Fig. 1: met3 routing
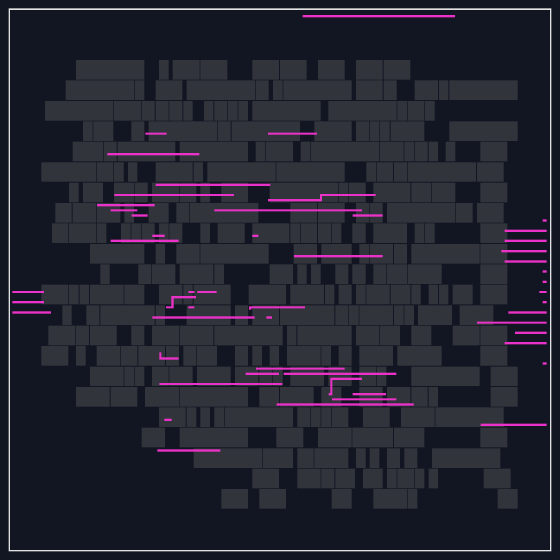
Fig. 2: selected gate families
Bar = 20 um.
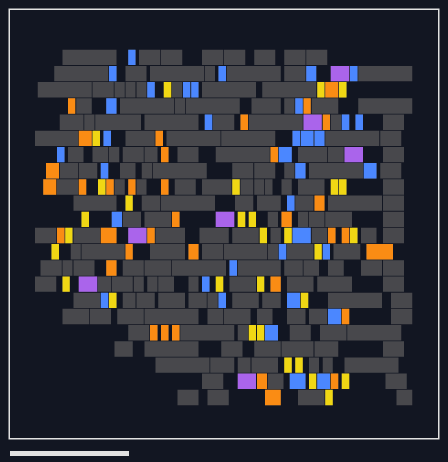
Fig. 3: track usage over the die
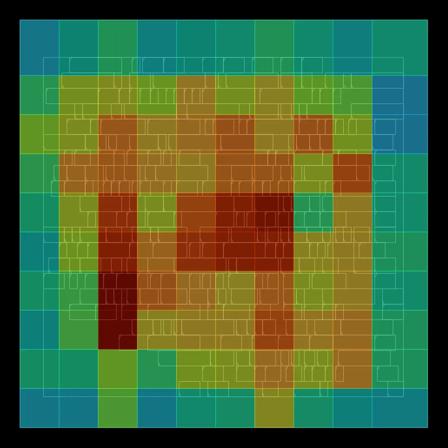
Fig. 4: cells by drive strength
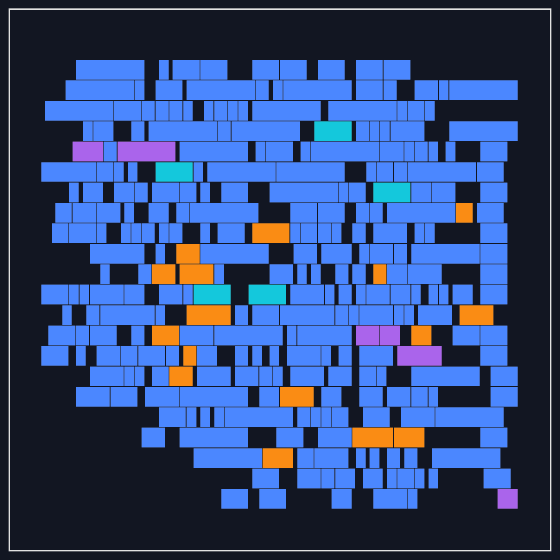
Design vend_sequencer, sky130hd; sources not shown.
==> impl_metrics.ini <==
; flow metrics
[floorplan]
num_io_pins = 35
chipArea_um2 = 5167
placementRows = 22
die_y_um = 71.89
num_tap_cells = 48

[drt]
wl_met1_um = 2261
drc = 0
ant_nets = 0

[clock_tree]
cts_buffer_depth = 2
clk_latency_ns = 0.28
numCtsBuffers = 5

[critical_path]
slowest_stage = clkdlybuf4s50_1
r2r_cells = 24
reg2reg_setup_slack_ns = 6.52
path_depth = 28
path_class = primary input to register
startpoint_type = primary input

[layout]
logic_gates = 183
utilization_pct = 71.57
buffer_area_share_pct = 13.07
nets = 319

[place]
gp_congestion = 0.9640
hpwl_um = 4386
dpl_cell_area_um2 = 2636

[synth]
ys_warn_count = 0
yosys-top-cells-count = dfrtp_1, inv_1, nand2_1, nor2_1, ha_1
topCellsByArea = dfrtp_1, ha_1, inv_1, fa_1, nand2_1
flop_cell = dfrtp_1
async_reset_ff_share_pct = 100.0
synthesis.nets = 280
ys_sh_adder_pct = 15.05

[min_path]
worstHoldPathType = register to register

[job]
maxCapViolations = 0
warning_count = 28

[global_route]
grt_usage_pct = 23.75

[status]
outcome = finished, final reports clean

[final_timing]
fin_setup_tns_ns = 0
setup_viol = 0
About Fig. 1:
nets with wire on the layer	43
main direction	horizontal
wire length on this layer	334 um
longest straight run	20.0 um
M3 GR Usage: 5.330%
Routed WL: 5536 um

About Fig. 2:
family	color	cells	most used
inverters	yellow	30	inv_1
NAND gates	blue	36	nand2_1
NOR gates	orange	35	nor2_1
XOR/XNOR gates	purple	7	xnor2_1
combinational share of cell area: 50.85%
Final Non-Filler Cells: 334
dominant logic cell type in the layout: clkdlybuf4s50_1

About Fig. 3:
GRT Max-Usage Layer: met2
per-cell routed wire length: 16.57 um
met2 GRT Util: 38.88%
met1 GRT Util: 27.98%

About Fig. 4:
size	color	cells
drive 3 to 4	purple	6
drive 1 or less	blue	259
drive 2	orange	16
drive 6 and up	cyan	5
Syn-to-layout area delta: 21.13%
final worst setup slack: 4.157 ns
post-route cell area: 2719 um2
Non-CTS buffers: 36

